## src/rtl/serial_subtractor.sv

```systemverilog
// serial_subtractor
//   Bit-serial unsigned subtractor. Operands are accepted through a
//   valid/ready handshake. One difference bit is produced per clock,
//   LSB first, by a single full-subtractor cell. The result is then
//   offered through a second valid/ready handshake.
//
// Parameters
//   WIDTH      operand/result width in bits (1..32)
//
// Ports
//   clk        clock; all state changes on the rising edge
//   rst        synchronous active-high reset
//   in_valid   operand transfer request
//   in_ready   block can accept operands (IDLE and not in reset)
//   a, b, bin  minuend, subtrahend, borrow-in
//   out_valid  result available (DONE)
//   out_ready  downstream accepts the result
//   diff       difference, (a - b - bin) mod 2^WIDTH
//   bout       final borrow-out
//   busy       operation in progress or result pending (RUN or DONE)
module serial_subtractor #(
  parameter int WIDTH = 8
) (
  input  logic             clk,
  input  logic             rst,
  input  logic             in_valid,
  output logic             in_ready,
  input  logic [WIDTH-1:0] a,
  input  logic [WIDTH-1:0] b,
  input  logic             bin,
  output logic             out_valid,
  input  logic             out_ready,
  output logic [WIDTH-1:0] diff,
  output logic             bout,
  output logic             busy
);

  // Counter must be able to hold WIDTH itself, so it never wraps.
  localparam int CW = $clog2(WIDTH + 1);
  localparam logic [CW-1:0] LAST = CW'(WIDTH - 1);

  typedef enum logic [1:0] {
    IDLE = 2'd0,
    RUN  = 2'd1,
    DONE = 2'd2
  } state_t;

  // One-bit full subtractor: returns {borrow_next, difference_bit}.
  function automatic logic [1:0] fs_cell(input logic x, input logic y, input logic br);
    logic d;
    logic br_next;
    d       = x ^ y ^ br;
    br_next = (~x & y) | (~(x ^ y) & br);
    return {br_next, d};
  endfunction

  state_t           state_r, state_nxt_s;
  logic [CW-1:0]    cnt_r, cnt_nxt_s;
  logic [WIDTH-1:0] a_r, a_nxt_s;
  logic [WIDTH-1:0] b_r, b_nxt_s;
  logic             br_r, br_nxt_s;
  logic [WIDTH-1:0] diff_r, diff_nxt_s;
  logic             bout_r, bout_nxt_s;
  logic [1:0]       cell_s;
  logic [WIDTH-1:0] msb_bit_s;

  // Handshake outputs are pure decodes of the state register (and reset).
  assign in_ready  = (state_r == IDLE) && !rst;
  assign out_valid = (state_r == DONE);
  assign busy      = (state_r != IDLE);
  assign diff      = diff_r;
  assign bout      = bout_r;

  // Next-state and datapath update logic.
  always_comb begin
    state_nxt_s = state_r;
    cnt_nxt_s   = cnt_r;
    a_nxt_s     = a_r;
    b_nxt_s     = b_r;
    br_nxt_s    = br_r;
    diff_nxt_s  = diff_r;
    bout_nxt_s  = bout_r;
    // The operand copies shift right, so bit 'counter' always sits at index 0.
    cell_s      = fs_cell(a_r[0], b_r[0], br_r);
    msb_bit_s   = '0;
    msb_bit_s[WIDTH-1] = cell_s[0];

    case (state_r)
      IDLE: begin
        if (in_valid) begin
          a_nxt_s     = a;
          b_nxt_s     = b;
          br_nxt_s    = bin;
          cnt_nxt_s   = '0;
          state_nxt_s = RUN;
        end else begin
          state_nxt_s = IDLE;
        end
      end
      RUN: begin
        // New bit enters at the MSB; after WIDTH shifts bit 0 lands at index 0.
        diff_nxt_s = (diff_r >> 1) | msb_bit_s;
        a_nxt_s    = a_r >> 1;
        b_nxt_s    = b_r >> 1;
        br_nxt_s   = cell_s[1];
        cnt_nxt_s  = cnt_r + CW'(1);
        if (cnt_r == LAST) begin
          bout_nxt_s  = cell_s[1];
          state_nxt_s = DONE;
        end else begin
          state_nxt_s = RUN;
        end
      end
      DONE: begin
        if (out_ready) begin
          state_nxt_s = IDLE;
        end else begin
          state_nxt_s = DONE;
        end
      end
      default: begin
        state_nxt_s = IDLE;
      end
    endcase
  end

  // State register; reset wins over any handshake on the same edge.
  always_ff @(posedge clk) begin
    if (rst) begin
      state_r <= IDLE;
    end else begin
      state_r <= state_nxt_s;
    end
  end

  // Datapath registers: counter, operand shifters, borrow and result.
  always_ff @(posedge clk) begin
    if (rst) begin
      cnt_r  <= '0;
      a_r    <= '0;
      b_r    <= '0;
      br_r   <= 1'b0;
      diff_r <= '0;
      bout_r <= 1'b0;
    end else begin
      cnt_r  <= cnt_nxt_s;
      a_r    <= a_nxt_s;
      b_r    <= b_nxt_s;
      br_r   <= br_nxt_s;
      diff_r <= diff_nxt_s;
      bout_r <= bout_nxt_s;
    end
  end

endmodule

```

## config.mk

```make
export PLATFORM = sky130hd
export DESIGN_NAME = serial_subtractor
export DESIGN_NICKNAME = d
export VERILOG_FILES = /design/src/rtl/serial_subtractor.sv
export SDC_FILE = /design/constraint.sdc
export NUM_CORES = 1
export LEC_CHECK = 0
export CORE_ASPECT_RATIO = 0.75
export CORE_UTILIZATION = 48
export DETAILED_ROUTE_END_ITERATION = 8
export HOLD_SLACK_MARGIN = 0.03
export PLACE_DENSITY = 0.77
export SLEW_MARGIN = 20
export SYNTH_ARGS = -nofsm -noshare
export SYNTH_HDL_FRONTEND = slang
export SYNTH_SLANG_ARGS = --single-unit
```

## constraint.sdc

```tcl
create_clock -name clk -period 1.45 [get_ports clk]
set_input_delay 0.2175 -clock clk [delete_from_list [all_inputs] [get_ports clk]]
set_output_delay 0.2175 -clock clk [all_outputs]
set_load 0.03 [all_outputs]
```

==> run_1/logic_types.png <==
Scale bar: 20 um.
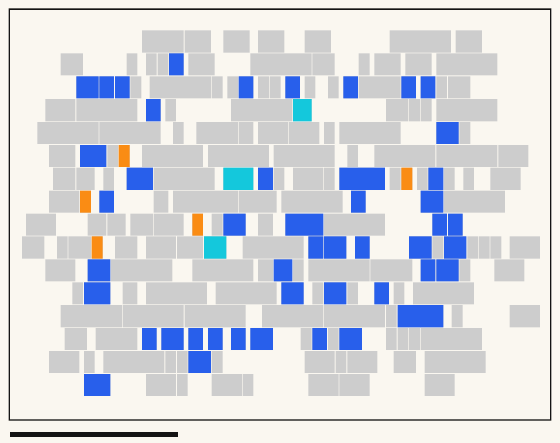
- inverters: orange (cells 5)
- inverting AOI/OAI gates: blue (cells 47; where spread over the die)
- AND and OR gates: cyan (cells 3)
Cell Count, Final, Fillers Out: 236
most numerous logic cell after layout: nand2_1
Comb/total area: 0.349

==> run_1/wires.png <==
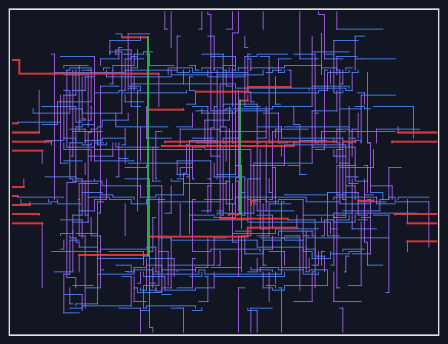
- metal 4: green (wire length 49.6 um)
- metal 3: red (wire length 201 um)
- metal 2: purple (wire length 1480 um)
- metal 1: blue (wire length 1380 um)
gr usage total: 0.224
WL/cell: 13.2 um
Post-Route WL: 3110 um
routed vias: 1271

==> run_1/io_placement.png <==
Pins as bars across the die edge, other pins in grey.
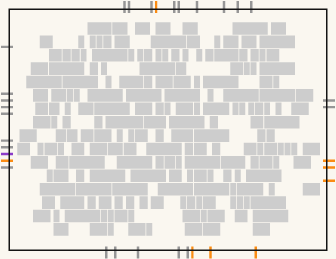
- in_ready: purple (pins 1; direction output; edge left)
- b: orange (pins 8; direction input; edge 3 bottom, 3 right, 1 top, 1 left)
- all pins by edge: 10 left, 10 top, 8 bottom, 5 right
Die Y: 48.6 um
port bufs: 32

-- run 1: synth_stat cells (all sizes together) (4+ instances only) --
master / count / area (um2)
a211oi: 13 / 103
a21oi: 23 / 115
inv: 5 / 18.8
clkbuf: 4 / 15.0
nor2: 20 / 75.1
nand2: 33 / 124
buf: 10 / 83.8
dfxtp: 32 / 641
-- run 1: timing repair --
action | in CTS | in global routing
gates resized | 9 | 2
endpoints found under the setup margin | 9 | 1
hold buffers | 0 | 0
setup buffers | 0 | 0
-- run 1: critical path, stage by stage (launching register included) --
cell	delay, ns
dfxtp_1	0.36
nor2_2	0.17
inv_1	0.07
nor2_1	0.09
buf_4	0.17
-- run 1: power by group --
group          total (mW)  internal, mW  leakage (nW)  switching, mW
registers           0.963         0.930         0.263         0.0331
clock network       0.634         0.325        0.0410          0.309
logic               0.302         0.148         0.455          0.154
-- run 1: worst paths after layout --
kind / end / cells after the start
hold reg to reg: diff[0]$_SDFFE_PP0N_ / 2
setup reg to reg: bout$_SDFFE_PP0P_ / 4
setup / recovery: in_ready / 4
hold / removal: diff[0]$_SDFFE_PP0N_ / 2
-- run 1: layout make-up --
type                       instances  area [um2]  share of cell area
sequential                        32         642               0.353
multi-input combinational        114         636               0.349
timing repair buffer              42         402               0.221
clock buffer                       6        72.6              0.0399
tap                               36        45.0              0.0247
inverter                           5        18.8              0.0103
clock inverter                     1        5.00             0.00275
-- run 1: kinds of logic (layout without fill, tap and decap cells) --
group | after synthesis | after routing | share of synthesized area
AND-OR/OR-AND | 49 | 49 | 0.242
adder cells (fa/ha/maj) | 2 | 2 | 0.0234
buffers and inverters | 19 | 54 | 0.0845
flip-flops | 32 | 32 | 0.460
AND/OR/NAND/NOR | 63 | 63 | 0.190
==> metrics.cfg, run 1 <==
[route]
drc = 0
drt_iter0_markers = 52
met2_length_um = 1480
viasPerCell = 5.39
firstDrtPassIters = 4
wl_met3_um = 201
postRouteAntennaNets = 0

[global_routing]
grt_use_met1 = 0.276
grt_max_degree = 27
grt_util_met3 = 0.0590
first_global_vias = 1207
grt.busiest_layer = met2
grt-ovfl-total = 0
grt_pass1_wl_um = 5220
gr-usage-met2 = 0.356
antenna_found_initial = 0

[yosys]
yosys_area_um2 = 1390
yosys_warnings = 0
ys_cells = 165
edf_count = 0
syn_inst = 165
ys.flops = 32
flop_cell = dfxtp_1
synth_cell_types = 33
ys_seq_share = 0.460
syn_area_um2 = 1390
avgSynthCellArea_um2 = 8.43

[setup_path]
critical_path_class = register to output pin
crit_start = state_r[1]$_SDFF_PP0_
cp-start-kind = register
worstPathMaxFanout = 7
r2r-start = cnt_r[0]$_SDFFE_PP0P_
worstSetupEndpointType = output pin
reg2reg_slack_ns = 0.12
required_ns = 1.23

[min_path]
hold_path_startpoint = diff[0]$_SDFFE_PP0N_
min_path_type = register to register

[flow_run]
warnings = 26
cap_violations = 0

[cts]
cts-root-buf = clkbuf_8
clock_path_buffers = 2
htree_levels = 2
clk_latency_ns = 0.29
clock_sinks = 32
path_clk_slew_ns = 0.06

[placement]
place_ws_ns = -0.0514
dp_cells = 229
dpl.hpwl_um = 2270
place_area_um2 = 1750
place_congestion = 0.781

[final_timing]
holdWs_ns = 0.460
fin_setup_tns_ns = 0
rsz0062_at_grt = false
fmax_mhz = 732
hold_viol = 0
drv_slew = 0
relSlewSlack = 0.798
fin_ws_ns = 0.0832
tightest_slew_ns = 0.305
period_needed_ns = 1.37

[pwr]
p_leak_nw = 0.759
finalPower_mw = 1.90
peakVddDrop_uv = 766
power.density_nw_per_um2 = 1040

[floorplanning]
initCoreUtil = 0.519
num_rows = 16
dieArea_um2 = 3120
die_w_um = 64.2

[cells_and_area]
lay_top_cells = 33 x nand2_1, 31 x dfxtp_1, 23 x a21oi_1, 20 x clkdlybuf4s50_1, 19 x nor2_1
drive_gt1_frac = 0.130
antenna_cells = 0
design_area_um2 = 1820
nets = 223
fill_cells = 234
final_core_util = 0.679

[run_status]
status = finished clean

==> run 2, diff against run 1 <==
--- a/config.mk
+++ b/config.mk
@@ -6,10 +6,11 @@
 export NUM_CORES = 1
 export LEC_CHECK = 0
 export CORE_ASPECT_RATIO = 0.75
-export CORE_UTILIZATION = 48
+export CORE_UTILIZATION = 40
+export CTS_CLUSTER_SIZE = 14
 export DETAILED_ROUTE_END_ITERATION = 8
 export HOLD_SLACK_MARGIN = 0.03
-export PLACE_DENSITY = 0.77
+export PLACE_DENSITY = 0.66
 export SLEW_MARGIN = 20
 export SYNTH_ARGS = -nofsm -noshare
 export SYNTH_HDL_FRONTEND = slang
==> run_2/logic_types.png <==
Scale bar: 20 um.
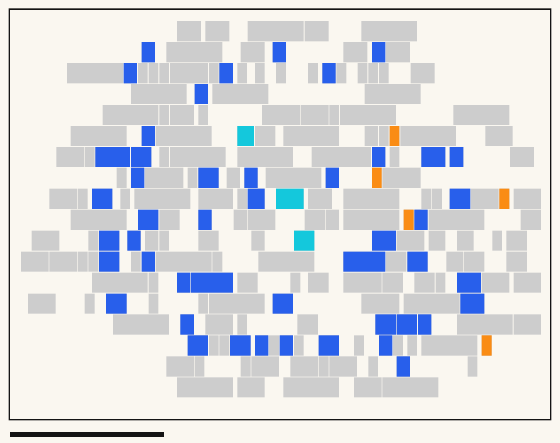
- inverting AOI/OAI gates: blue (cells 47)
- AND and OR gates: cyan (cells 3)
- inverters: orange (cells 5; where right middle)
Cell Count, Final, Fillers Out: 243
Comb/total area: 0.345

==> run 2 against run 1 <==
  * Clock power is 12% higher
  * Worst setup slack better by 0.022 ns
  * Core utilization is 12 points lower
  * Total power is 4.0% higher
  * Critical path depth stayed put
  * Area after synthesis stayed put
  * Hold slack better by 0.0011 ns
  * Flip-flop count stayed put
  * Final cell count is 3.0% higher
  * Maximum frequency is 1.7% higher
  * Critical path type unchanged
  * Critical endpoint unchanged
  * Highest routed layer unchanged
==> metrics.cfg, run 2 <==
[flow_run]
warnings = 26  ; unchanged

[cells_and_area]
nets = 225  ; +0.90%
fill_cells = 296  ; +26%
drive_gt1_frac = 0.148  ; +0.0178
lay_top_count = nand2_1
layout.area.comb_um2 = 636  ; unchanged

[placement]
portBuffers = 32  ; unchanged
place_area_um2 = 1760  ; +0.43%
dpl.hpwl_um = 2160  ; -4.9%
place_congestion = 0.813  ; +4.1%

[setup_path]
cp-start-kind = register
required_ns = 1.23  ; about the same
reg2reg_slack_ns = 0.11  ; about the same
r2r-start = b_r[0]$_SDFFE_PP0P_
critical_path_class = register to output pin

[yosys]
syn_inst = 165  ; unchanged
avgSynthCellArea_um2 = 8.43  ; unchanged
yosys_area_um2 = 1390  ; unchanged
top_cells_by_area = dfxtp_1 46%, nand2_1 8.9%, a21oi_1 8.3%
synth_area_leader_cell = dfxtp_1
synth_cell_types = 33  ; unchanged

[global_routing]
gr-usage-met2 = 0.280  ; -0.0759
first_global_vias = 1141  ; -5.5%
grt-ovfl-total = 0  ; unchanged
grt_pass1_wl_um = 5090  ; -2.6%
grt_util_met3 = 0.0552  ; -0.00372
track_usage = 0.177  ; -0.0463
grt_max_degree = 33  ; +22%
grt.busiest_layer = met2

[floorplanning]
num_rows = 18  ; +2
dieArea_um2 = 3720  ; +19%
die_w_um = 70.1  ; +9.2%

[cts]
clk_latency_ns = 0.28  ; about the same
clock_sinks = 32  ; unchanged
cts-root-buf = clkbuf_8

[run_status]
status = finished clean

[min_path]
hold_path_startpoint = diff[0]$_SDFFE_PP0N_

[route]
viasPerCell = 5.27  ; -2.1%
firstDrtPassIters = 4  ; unchanged
wl_met3_um = 173  ; -14%
vias = 1281  ; +0.79%
met2_length_um = 1470  ; -0.14%

[pwr]
power.density_nw_per_um2 = 1070  ; +2.7%

## run 2: worst max-delay path by stage
stage | depth (start not counted) | end | startpoint
2_1_floorplan | 4 | in_ready | state_r[0]$_SDFF_PP0_
3_3_place_gp | 5 | b_r[0]$_SDFFE_PP0P_ | in_valid
3_5_place_dp | 5 | a_r[1]$_SDFFE_PP0P_ | in_valid
4_1_cts | 4 | in_ready | state_r[0]$_SDFF_PP0_
5_1_grt | 4 | a_r[2]$_SDFFE_PP0P_ | state_r[1]$_SDFF_PP0_
6_report | 4 | in_ready | state_r[1]$_SDFF_PP0_
## run 2: final cells by class
| cell class | instances | share of cell area |
|---|---|---|
| clock inverters | 2 | 0.00543 |
| repair buffers | 44 | 0.219 |
| flip-flops and latches | 32 | 0.348 |
| clock buffers | 6 | 0.0448 |
| multi-input cells | 114 | 0.345 |
| well taps | 40 | 0.0272 |
| inverters | 5 | 0.0102 |
## run 2: worst max-delay path, cell delays in order (launching register included)
cell and delay [ns]:
dfxtp_1 0.37, nor2_2 0.16, inv_1 0.07, nor2_1 0.08, buf_4 0.16
## run 2: logic make-up (layout without fill, tap and decap cells)
logic type,count (synthesis),in the layout,share of synthesized area
and+or+nand+nor,63,63,0.190
AOI/OAI and AO/OA,49,49,0.242
DFF,32,32,0.460
buffers and inverters,19,57,0.0845
adders and majority gates,2,2,0.0234
## run 2: per-stage QoR
step / setup WS, ns / cells / utilization
6_report: 0.105 / 243 / 0.557
5_1_grt: 0.0199 / 243 / 0.557
4_1_cts: 0.0126 / 243 / 0.556
3_5_place_dp: -0.0532 / 235 / 0.531
3_3_place_gp: 0.0123 / 235 / 0.531
2_1_floorplan: 0.0643 / 165 / -
## run 2: report_power, final
part	switching [mW]	internal [mW]
clock network	0.332	0.378
registers	0.0330	0.929
logic	0.154	0.147
Power figures rest on the tool's default switching activity, not on a simulated workload.
